### config.mk
export PLATFORM = sky130hd
export DESIGN_NAME = delay_line_ram
export DESIGN_NICKNAME = d
export VERILOG_FILES = /design/src/rtl/dly_pkg.sv /design/src/rtl/dly_ring_ram.sv /design/src/rtl/delay_line_ram.sv
export SDC_FILE = /design/constraint.sdc
export NUM_CORES = 1
export LEC_CHECK = 0
export CAP_MARGIN = 20
export CORE_ASPECT_RATIO = 0.8
export CORE_MARGIN = 2
export CORE_UTILIZATION = 60
export CTS_CLUSTER_SIZE = 12
export DETAILED_ROUTE_END_ITERATION = 7
export HOLD_SLACK_MARGIN = 0.08
export PLACE_DENSITY_LB_ADDON = 0.1
export SLEW_MARGIN = 20
export SYNTH_ARGS = -nofsm -noshare
export SYNTH_HDL_FRONTEND = slang
export SYNTH_SLANG_ARGS = --single-unit
### constraint.sdc
create_clock -name clk -period 10.25 [get_ports clk]
set_clock_uncertainty 0.1 [all_clocks]
set_input_delay 1.025 -clock clk [delete_from_list [all_inputs] [get_ports clk]]
set_output_delay 1.025 -clock clk [all_outputs]
set_load 0.03 [all_outputs]
### src/rtl/dly_pkg.sv
// rtl/dly_pkg.sv - shared helpers for the programmable delay line (DLY_ZERO_BYPASS_EN selects minimum delay)
package dly_pkg;

`ifdef DLY_ZERO_BYPASS_EN
  localparam int unsigned DLY_MIN = 0;
`else
  localparam int unsigned DLY_MIN = 1;
`endif

  function automatic int dly_clog2(input int unsigned v);
    int r;
    r = 0;
    while ((32'd1 << r) < v) r++;
    return r;
  endfunction

  // Requested delay forced into DLY_MIN..max_d; a mismatch with the request marks a config error.
  function automatic int unsigned dly_clamp(input int unsigned num, input int unsigned max_d);
    if (num > max_d) return max_d;
    if (num == 0) return DLY_MIN;
    return num;
  endfunction

endpackage

### src/rtl/dly_ring_ram.sv
// rtl/dly_ring_ram.sv - circular sample buffer, one write port, one registered read port
// Storage is never reset; only the read register is.
module dly_ring_ram #(
  parameter int WIDTH = 9,
  parameter int DEPTH = 32,
  parameter int AW    = 5
) (
  input  logic             clk,
  input  logic             rst,
  input  logic [AW-1:0]    wr_addr,
  input  logic [WIDTH-1:0] wr_data,
  input  logic [AW-1:0]    rd_addr,
  output logic [WIDTH-1:0] rd_data
);

  logic [WIDTH-1:0] mem [DEPTH];
  logic [WIDTH-1:0] rd_data_q, rd_data_d;

  // Same-address read returns the word being written, which is what makes a delay of 1 work.
  always_comb begin
    rd_data_d = (rd_addr == wr_addr) ? wr_data : mem[rd_addr];
  end

  always_ff @(posedge clk) begin
    mem[wr_addr] <= wr_data;
  end

  always_ff @(posedge clk) begin
    if (rst) rd_data_q <= '0;
    else     rd_data_q <= rd_data_d;
  end

  assign rd_data = rd_data_q;

endmodule

### src/rtl/delay_line_ram.sv
// rtl/delay_line_ram.sv - WIDTH-bit + valid delay line, run-time delay 1..MAX_DELAY
// Optional DLY_ZERO_BYPASS_EN allows delay 0 as a combinational pass-through.
module delay_line_ram
  import dly_pkg::*;
#(
  parameter int WIDTH         = 8,
  parameter int MAX_DELAY     = 32,
  parameter int DEFAULT_DELAY = 1,
  parameter int DW            = dly_clog2(MAX_DELAY + 1)
) (
  input  logic             clk,
  input  logic             rst,
  input  logic [WIDTH-1:0] din,
  input  logic             din_vld,
  input  logic [DW-1:0]    delay_num,
  input  logic             delay_load,
  output logic [WIDTH-1:0] dout,
  output logic             dout_vld,
  output logic [DW-1:0]    delay_cur,
  output logic             busy,
  output logic             cfg_err
);

  localparam int AW = dly_clog2(MAX_DELAY);
  localparam int SW = DW + 1;

  logic [AW-1:0] wr_ptr_q, wr_ptr_d, rd_addr;
  logic [DW-1:0] fill_cnt_q, fill_cnt_d;
  logic [DW-1:0] delay_cur_q, delay_cur_d;
  logic [DW-1:0] num_clamped, d_eff;
  logic          cfg_err_q, cfg_err_d;
  logic [SW-1:0] rd_sum;
  logic [WIDTH:0] rd_data;

  // The read register captures the sample for the next cycle, so it is addressed with
  // the delay that will be in force then, reaching back D-1 slots from the write slot.
  always_comb begin
    num_clamped = DW'(dly_clamp(32'(delay_num), MAX_DELAY));
    delay_cur_d = delay_load ? num_clamped : delay_cur_q;
    cfg_err_d   = delay_load && (num_clamped != delay_num);
    wr_ptr_d    = (wr_ptr_q == AW'(MAX_DELAY - 1)) ? '0 : wr_ptr_q + AW'(1);
    fill_cnt_d  = (fill_cnt_q == DW'(MAX_DELAY)) ? fill_cnt_q : fill_cnt_q + DW'(1);
    d_eff       = (delay_cur_d == '0) ? DW'(1) : delay_cur_d;
    rd_sum      = SW'(wr_ptr_q) + SW'(MAX_DELAY + 1) - SW'(d_eff);
    if (rd_sum >= SW'(MAX_DELAY)) rd_sum = rd_sum - SW'(MAX_DELAY);
    rd_addr     = AW'(rd_sum);
  end

  always_ff @(posedge clk) begin
    if (rst) begin
      wr_ptr_q    <= '0;
      fill_cnt_q  <= '0;
      delay_cur_q <= DW'(DEFAULT_DELAY);
      cfg_err_q   <= 1'b0;
    end else begin
      wr_ptr_q    <= wr_ptr_d;
      fill_cnt_q  <= fill_cnt_d;
      delay_cur_q <= delay_cur_d;
      cfg_err_q   <= cfg_err_d;
    end
  end

  dly_ring_ram #(
    .WIDTH (WIDTH + 1),
    .DEPTH (MAX_DELAY),
    .AW    (AW)
  ) u_ram (
    .clk     (clk),
    .rst     (rst),
    .wr_addr (wr_ptr_q),
    .wr_data ({din_vld, din}),
    .rd_addr (rd_addr),
    .rd_data (rd_data)
  );

  assign delay_cur = delay_cur_q;
  assign busy      = fill_cnt_q < delay_cur_q;
  assign cfg_err   = cfg_err_q;

`ifdef DLY_ZERO_BYPASS_EN
  assign dout     = (delay_cur_q == '0) ? din : rd_data[WIDTH-1:0];
  assign dout_vld = (delay_cur_q == '0) ? din_vld : (rd_data[WIDTH] & ~busy);
`else
  assign dout     = rd_data[WIDTH-1:0];
  assign dout_vld = rd_data[WIDTH] & ~busy;
`endif

endmodule

==> impl_report.txt, run 1 <==
RUN METRICS
----------------------------------------------------
[Setup path]
  Endpoint of the worst register-to-register path ........................ u_ram.rd_data[1]
  Setup crit end ........................ u_ram.rd_data[1]
  Nature of the critical path endpoint ........................ flip-flop
  Maximum net fanout on the critical path ........................ between 40 and 50
  Startpoint-to-endpoint class of the critical path ........................ primary input to flip-flop
  Setup crit start kind ........................ primary input
  Slowest stage delay, CP ........................ between 0.7 and 0.8 ns
  First element of the critical path ........................ delay_load
  Startpoint of the worst register-to-register path ........................ delay_cur[1]
  CP Data Arrival Time ........................ around 5.8 ns
  Reg2reg setup slack ........................ around 5.8 ns
  Worst Path Buf+Inv ........................ 2
  Worst Path Required ........................ roughly 11 ns
  Depth of the most critical reg-to-reg path ........................ 10

[Drt]
  Average via count per standard cell ........................ roughly 6.4
  Max Used Layer ........................ met4
  Routed len/inst ........................ roughly 28 µm
  Met2 Routed Length ........................ ~12 mm
  Routed wire length ........................ 26.0 mm
  Routed metal-1 wirelength ........................ approximately 11 mm
  Count of vias placed by the detailed router ........................ 6053
  Count of antenna-violating nets left after detailed routing ........................ 0
  DRC Markers ........................ 0
  Detailed Routing Iterations Pass 1 ........................ 5

[Finish]
  Final Non-Filler Cells ........................ 940
  Buffers outside the clock class ........................ 38
  Cell kind with the greatest summed area ........................ sequential cells
  Design Area, Final ........................ roughly 14000 µm²
  Number of flip-flops in the largest register ........................ between 200 and 300
  Data buffer area share ........................ 0.0230
  Area grow syn2layout ........................ 11.7%
  Comb area share ........................ 0.231
  Most instantiated logic cell after routing ........................ edfxtp_1
  Count of sequential standard cells ........................ roughly 320
  Util after Layout ........................ 0.682
  Register area ........................ between 9000 and 10000 µm²
  Top cells excl fill/tap ........................ edfxtp_1 (288), mux4_2 (81), nor2_1 (34)
  Area of the multi-input gates ........................ roughly 3300 µm²
  Fraction of final layout cells sized beyond drive strength 1 ........................ 0.232
  Number of nets at the end of the flow ........................ approximately 680
  Number of fill cells in the layout ........................ about 1.3k
  Final clock-cell share ........................ 0.0681
  Flop share of the area ........................ 0.651
  ANT cells ........................ 0

[Placed design]
  Instance area after placement ........................ around 13000 µm²
  Final weighted congestion of routability-driven global placement ........................ ~0.87
  Number of cells after detailed placement ........................ 882
  Count of input and output buffers ........................ 34
  Sum of net half-perimeters after detailed placement ........................ roughly 16 mm
  Place WS ........................ ~4.2 ns

[Power and ir drop]
  Design internal power ........................ approximately 2300 µW
  Group drawing the most power ........................ sequential cells
  Power density of the placed cells ........................ roughly 210 nW/µm²
  Switching Power ........................ 718 µW
  Overall power consumption ........................ between 3000 and 4000 µW
  Sequential share of power ........................ 0.482
  Proportion of power drawn by combinational gates ........................ 0.164
  LEAKAGE ........................ around 0.0046 µW
  Share of total power consumed by net switching ........................ 0.238
  Worst vdd ir ........................ between 0.1 and 0.15 mV
  Clock group share of total power ........................ 0.354

[Global routing]
  Peak-usage layer in the global routing report ........................ met1
  GR Layer Usage met3 ........................ 0.0567
  Total Routing Usage GR ........................ 0.242
  Maximum number of pins on one net before global-route repair ........................ about 74
  Met1 track demand over resource in global routing ........................ 0.373
  Leftover overflow at the end of global routing ........................ 0
  Number of antenna violations at the first check in global routing ........................ 1

[Synthesis]
  Number of synthesized flops with an enable pin ........................ around 290
  Leading register cell type out of synthesis ........................ edfxtp_1
  Number of warnings reported in the yosys synthesis log ........................ 0
  Area leader share ........................ 0.684
  Adder-cell share of the synthesized area ........................ 0.0204
  Distinct lib cells used ........................ 39
  Async set-reset flop share out of synthesis ........................ 0
  Total cell area reported by yosys after synthesis ........................ 12600 µm²
  Top post-synthesis cells by count ........................ edfxtp_1 (288), mux4_2 (81), nor2_1 (39)
  Yosys top cell by instances ........................ edfxtp_1
  Floorplan net count ........................ 649
  Compound-gate portion of the synthesized area ........................ 0.0150
  Post-synth seq share ........................ 0.727
  Main kind of combinational logic by area ........................ multiplexers
  Post-Synth XOR/XNOR Area ........................ 0.0122
  Cells in synth_stat.txt ........................ around 610
  FF+latch count, synth ........................ between 300 and 400
  Mux share ........................ 0.173
  Simple-gate area share of the yosys netlist ........................ 0.0336

[CTS]
  Buffer type at the clock tree root ........................ clkbuf_16
  Reg clk slew, reported paths ........................ 0.06 ns
  Gates resized, CTS repair ........................ 0
  Number of hold buffers added after CTS ........................ 0
  Maximum number of buffers from clock root to sink ........................ 3
  Insertion Delay late pin ........................ around 0.55 ns

[Final timing]
  Slew of the pin with the lowest slew margin ........................ about 1.1 ns
  Final setup TNS ........................ 0 ns
  Unrepaired setup endpoints after global routing ........................ no
  Final clock period utilization by the worst path ........................ 0.528
  Worst setup slack after layout ........................ between 4 and 5 ns
  Final hold violation count ........................ 0
  Final setup viols ........................ 0
  Final worst hold slack ........................ roughly 0.45 ns
  Worst max-slew margin expressed relative to the limit ........................ 0.253
  Final-report max-slew violation count ........................ 0

[Worst hold path]
  Worst min-delay path category ........................ flip-flop to flip-flop
  Hold Crit Depth ........................ 2
  Hold EP ........................ fill_cnt_q[5]

[Floorplan]
  Horizontal extent of the die ........................ between 150 and 200 µm
  Std-Cell Core Area ........................ around 21000 µm²
  IO Count ........................ 35
  Die area ........................ 22200 µm²
  Initial core utilization ........................ 0.610

[Job]
  Max-cap viol count ........................ 0
  Log Warnings ........................ 30

[Outcome]
  Status ........................ completed

----------------------------------------------------
Figure 1. Selected gate families (run 1).
Bar = 50 µm.
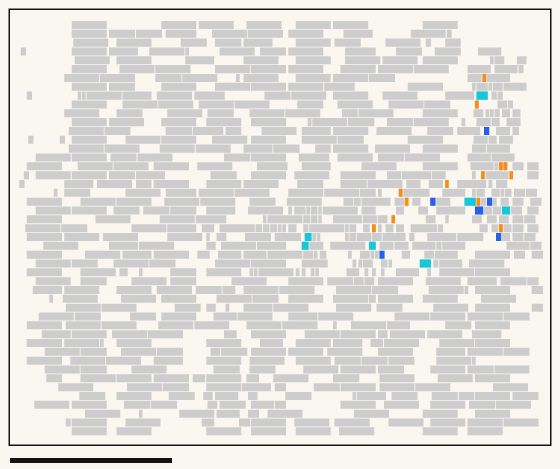
family	colour	cells	most used	where
inv cells	orange	13	inv_1	east
and/or cells	cyan	7	and4b_1	east
aoi and oai cells	blue	6	a21oi_1	east

Figure 2. Clock routing (run 1).
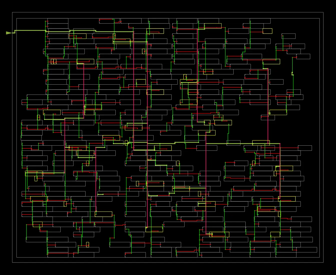
# clock sinks: 315
number of buffers created by CTS: 31
Clock net power: 1070 µW

Figure 3. Register map, names as in the netlist (run 1).
Other sequential cells in the stronger grey, the rest of the logic in the fainter grey.
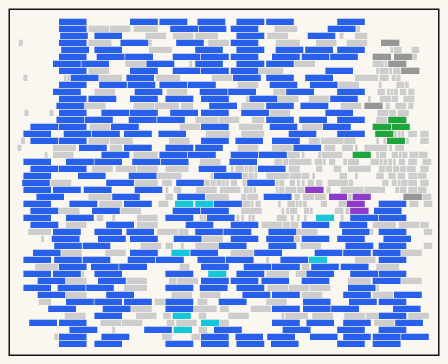
netlist name	colour	placed flops
delay_cur	green	6
u_ram.rd_data	cyan	9
wr_ptr_q	purple	5
u_ram.mem	blue	288

Figure 4. Pin placement (run 1).
Pins as bars across the die edge, other pins in grey.
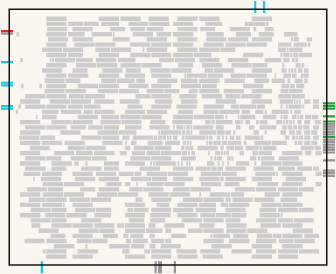
port	colour	pins	direction	edge
delay_cur	green	6	output	east
din	cyan	8	input	5 west, 2 north, 1 south
clk	red	1	input	west
all pins by edge	21 east, 7 west, 5 south, 2 north

## Run 2: what changed since run 1
--- a/config.mk
+++ b/config.mk
@@ -8,7 +8,7 @@
 export CAP_MARGIN = 20
 export CORE_ASPECT_RATIO = 0.8
 export CORE_MARGIN = 2
-export CORE_UTILIZATION = 60
+export CORE_UTILIZATION = 55
 export CTS_CLUSTER_SIZE = 12
 export DETAILED_ROUTE_END_ITERATION = 7
 export HOLD_SLACK_MARGIN = 0.08
==> constraint.sdc (replaced) <==
create_clock -name clk -period 4.82 [get_ports clk]
set_clock_uncertainty 0.1 [all_clocks]
set_input_delay 0.482 -clock clk [delete_from_list [all_inputs] [get_ports clk]]
set_output_delay 0.482 -clock clk [all_outputs]
set_load 0.03 [all_outputs]
Figure 5. Pin placement (run 2).
Pins as bars across the die edge, other pins in grey.
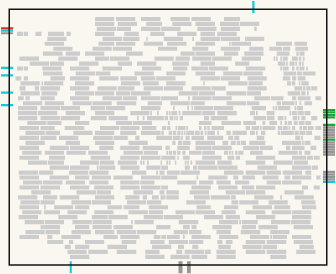
port	colour	pins	direction	edge
din	cyan	8	input	5 west, 1 east, 1 north, 1 south
delay_cur	green	6	output	east
clk	red	1	input	west
all pins by edge	22 east, 7 west, 5 south, 1 north

Figure 6. Metal layers overlaid (run 2).
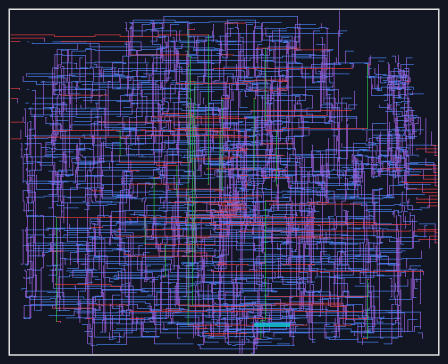
layer	colour	wire length
M2	purple	11200 µm
M3	red	2370 µm
M1	blue	12300 µm
M5	cyan	12.9 µm
M4	green	720 µm

==> run 2 against run 1 <==
  * Die area is 8.8% higher
  * Critical path type unchanged
  * First-iteration DRC count is 0.91% lower
  * Sequential share of layout area is 0.74 points lower
  * Combinational power is 120% higher
  * Synthesized area stayed put
  * Sequential cell count stayed put
  * Count of clock-buffer cells in the layout is 12 lower
  * Critical endpoint unchanged
  * Via count is 0.48% higher
  * Worst hold slack worse by 0.060 ns
  * Global-route usage is 1.7 points lower
  * Cell area is 1.2% higher
==> impl_report.txt, run 2 <==
RUN METRICS
----------------------------------------------------
[Outcome]
  Status ........................ completed (unchanged)

[Floorplan]
  Initial core utilization ........................ 0.562 (was 0.610)
  Die area ........................ 24200 µm² (was 22200 µm²)
  Horizontal extent of the die ........................ 173 µm (was 166 µm)
  Std-Cell Core Area ........................ 22500 µm² (was 20700 µm²)

[Finish]
  Number of fill cells in the layout ........................ 1569 (was 1292)
  Fraction of final layout cells sized beyond drive strength 1 ........................ 0.222 (was 0.232)
  Comb area share ........................ 0.227 (was 0.231)
  Flop share of the area ........................ 0.643 (was 0.651)
  Top cells excl fill/tap ........................ edfxtp_1 (288), mux4_2 (81), nor2_1 (38) (was edfxtp_1 (288), mux4_2 (81), nor2_1 (34))
  Number of nets at the end of the flow ........................ 701 (was 684)
  Number of flip-flops in the largest register ........................ 288 (unchanged)
  Final Non-Filler Cells ........................ 986 (was 940)
  Final clock-cell share ........................ 0.0608 (was 0.0681)
  Area of the multi-input gates ........................ 3240 µm² (was 3260 µm²)
  Util after Layout ........................ 0.635 (was 0.682)
  Most instantiated logic cell after routing ........................ edfxtp_1 (unchanged)

[Power and ir drop]
  Clock group share of total power ........................ 0.336 (was 0.354)
  Sequential share of power ........................ 0.488 (was 0.482)
  Proportion of power drawn by combinational gates ........................ 0.176 (was 0.164)
  Worst vdd ir ........................ 0.249 mV (was 0.146 mV)
  Switching Power ........................ 1540 µW (was 718 µW)
  Clock net power ........................ 2130 µW (was 1070 µW)
  Power density of the placed cells ........................ 442 nW/µm² (was 213 nW/µm²)
  Overall power consumption ........................ 6320 µW (was 3010 µW)
  Design internal power ........................ 4780 µW (was 2290 µW)
  Group drawing the most power ........................ sequential cells (unchanged)
  Share of total power consumed by net switching ........................ 0.244 (was 0.238)

[Synthesis]
  Cells in synth_stat.txt ........................ 611 (unchanged)
  Post-synth seq share ........................ 0.727 (unchanged)
  Number of warnings reported in the yosys synthesis log ........................ 0 (unchanged)
  Leading register cell type out of synthesis ........................ edfxtp_1 (unchanged)
  Top post-synthesis cells by count ........................ edfxtp_1 (288), mux4_2 (81), nor2_1 (39) (unchanged)
  Area leader share ........................ 0.684 (unchanged)
  Total cell area reported by yosys after synthesis ........................ 12600 µm² (unchanged)
  Mux share ........................ 0.173 (unchanged)
  FF+latch count, synth ........................ 315 (unchanged)
  Simple-gate area share of the yosys netlist ........................ 0.0336 (unchanged)
  Distinct lib cells used ........................ 39 (unchanged)
  Main kind of combinational logic by area ........................ multiplexers (unchanged)
  Adder-cell share of the synthesized area ........................ 0.0204 (unchanged)
  Compound-gate portion of the synthesized area ........................ 0.0150 (unchanged)

[Drt]
  Routed len/inst ........................ 26.9 µm (was 27.7 µm)
  Met2 Routed Length ........................ 11.2 mm (was 11.7 mm)
  Routed metal-1 wirelength ........................ 12.3 mm (was 11.4 mm)
  Count of antenna-violating nets left after detailed routing ........................ 0 (unchanged)
  DRC Markers ........................ 0 (unchanged)
  Max Used Layer ........................ met5 (was met4)
  Count of vias placed by the detailed router ........................ 6082 (was 6053)
  Average via count per standard cell ........................ 6.17 (was 6.44)

[Setup path]
  Setup crit start kind ........................ primary input (unchanged)
  Startpoint of the worst register-to-register path ........................ delay_cur[2] (was delay_cur[1])
  Worst Path Required ........................ 5.17 ns (was 10.60 ns)
  First element of the critical path ........................ delay_load (unchanged)
  Maximum net fanout on the critical path ........................ 19 (was 41)
  Worst Path Buf+Inv ........................ 2 (unchanged)
  Depth of the most critical reg-to-reg path ........................ 13 (was 10)
  Setup crit end ........................ u_ram.rd_data[1] (unchanged)
  Reg2reg setup slack ........................ 1.03 ns (was 5.80 ns)
  Endpoint of the worst register-to-register path ........................ u_ram.rd_data[1] (unchanged)
  Nature of the critical path endpoint ........................ flip-flop (unchanged)
  Startpoint-to-endpoint class of the critical path ........................ primary input to flip-flop (unchanged)

[Placed design]
  Instance area after placement ........................ 13400 µm² (was 13200 µm²)
  Number of cells after detailed placement ........................ 934 (was 882)
  Final weighted congestion of routability-driven global placement ........................ 0.828 (was 0.871)

[CTS]
  Buffer type at the clock tree root ........................ clkbuf_16 (unchanged)
  Insertion Delay late pin ........................ 0.57 ns (was 0.55 ns)
  Number of hold buffers added after CTS ........................ 0 (unchanged)
  Maximum number of buffers from clock root to sink ........................ 3 (unchanged)
  Reg clk slew, reported paths ........................ 0.06 ns (about the same)
  Number of buffers created by CTS ........................ 31 (unchanged)
  Gates resized, CTS repair ........................ 0 (unchanged)

[Final timing]
  Final clock period utilization by the worst path ........................ 0.875
  Slew of the pin with the lowest slew margin ........................ 1.12 ns (about the same)
  Final hold violation count ........................ 0 (unchanged)
  Final setup TNS ........................ 0 ns (unchanged)
  Final setup viols ........................ 0 (unchanged)
  Worst max-slew margin expressed relative to the limit ........................ 0.251 (was 0.253)
  Final worst hold slack ........................ 0.393 ns (was 0.452 ns)

[Job]
  Max-cap viol count ........................ 0 (unchanged)
  Log Warnings ........................ 30 (unchanged)

[Global routing]
  Leftover overflow at the end of global routing ........................ 0 (unchanged)
  Number of antenna violations at the first check in global routing ........................ 2 (was 1)
  GR Layer Usage met3 ........................ 0.0555 (was 0.0567)
  Met1 track demand over resource in global routing ........................ 0.363 (was 0.373)
  Maximum number of pins on one net before global-route repair ........................ 38 (was 74)

[Worst hold path]
  Worst min-delay path category ........................ primary input to flip-flop (was flip-flop to flip-flop)
  Hold EP ........................ u_ram.mem[4][4] (was fill_cnt_q[5])

----------------------------------------------------
Power is estimated from default activity; no workload was simulated.
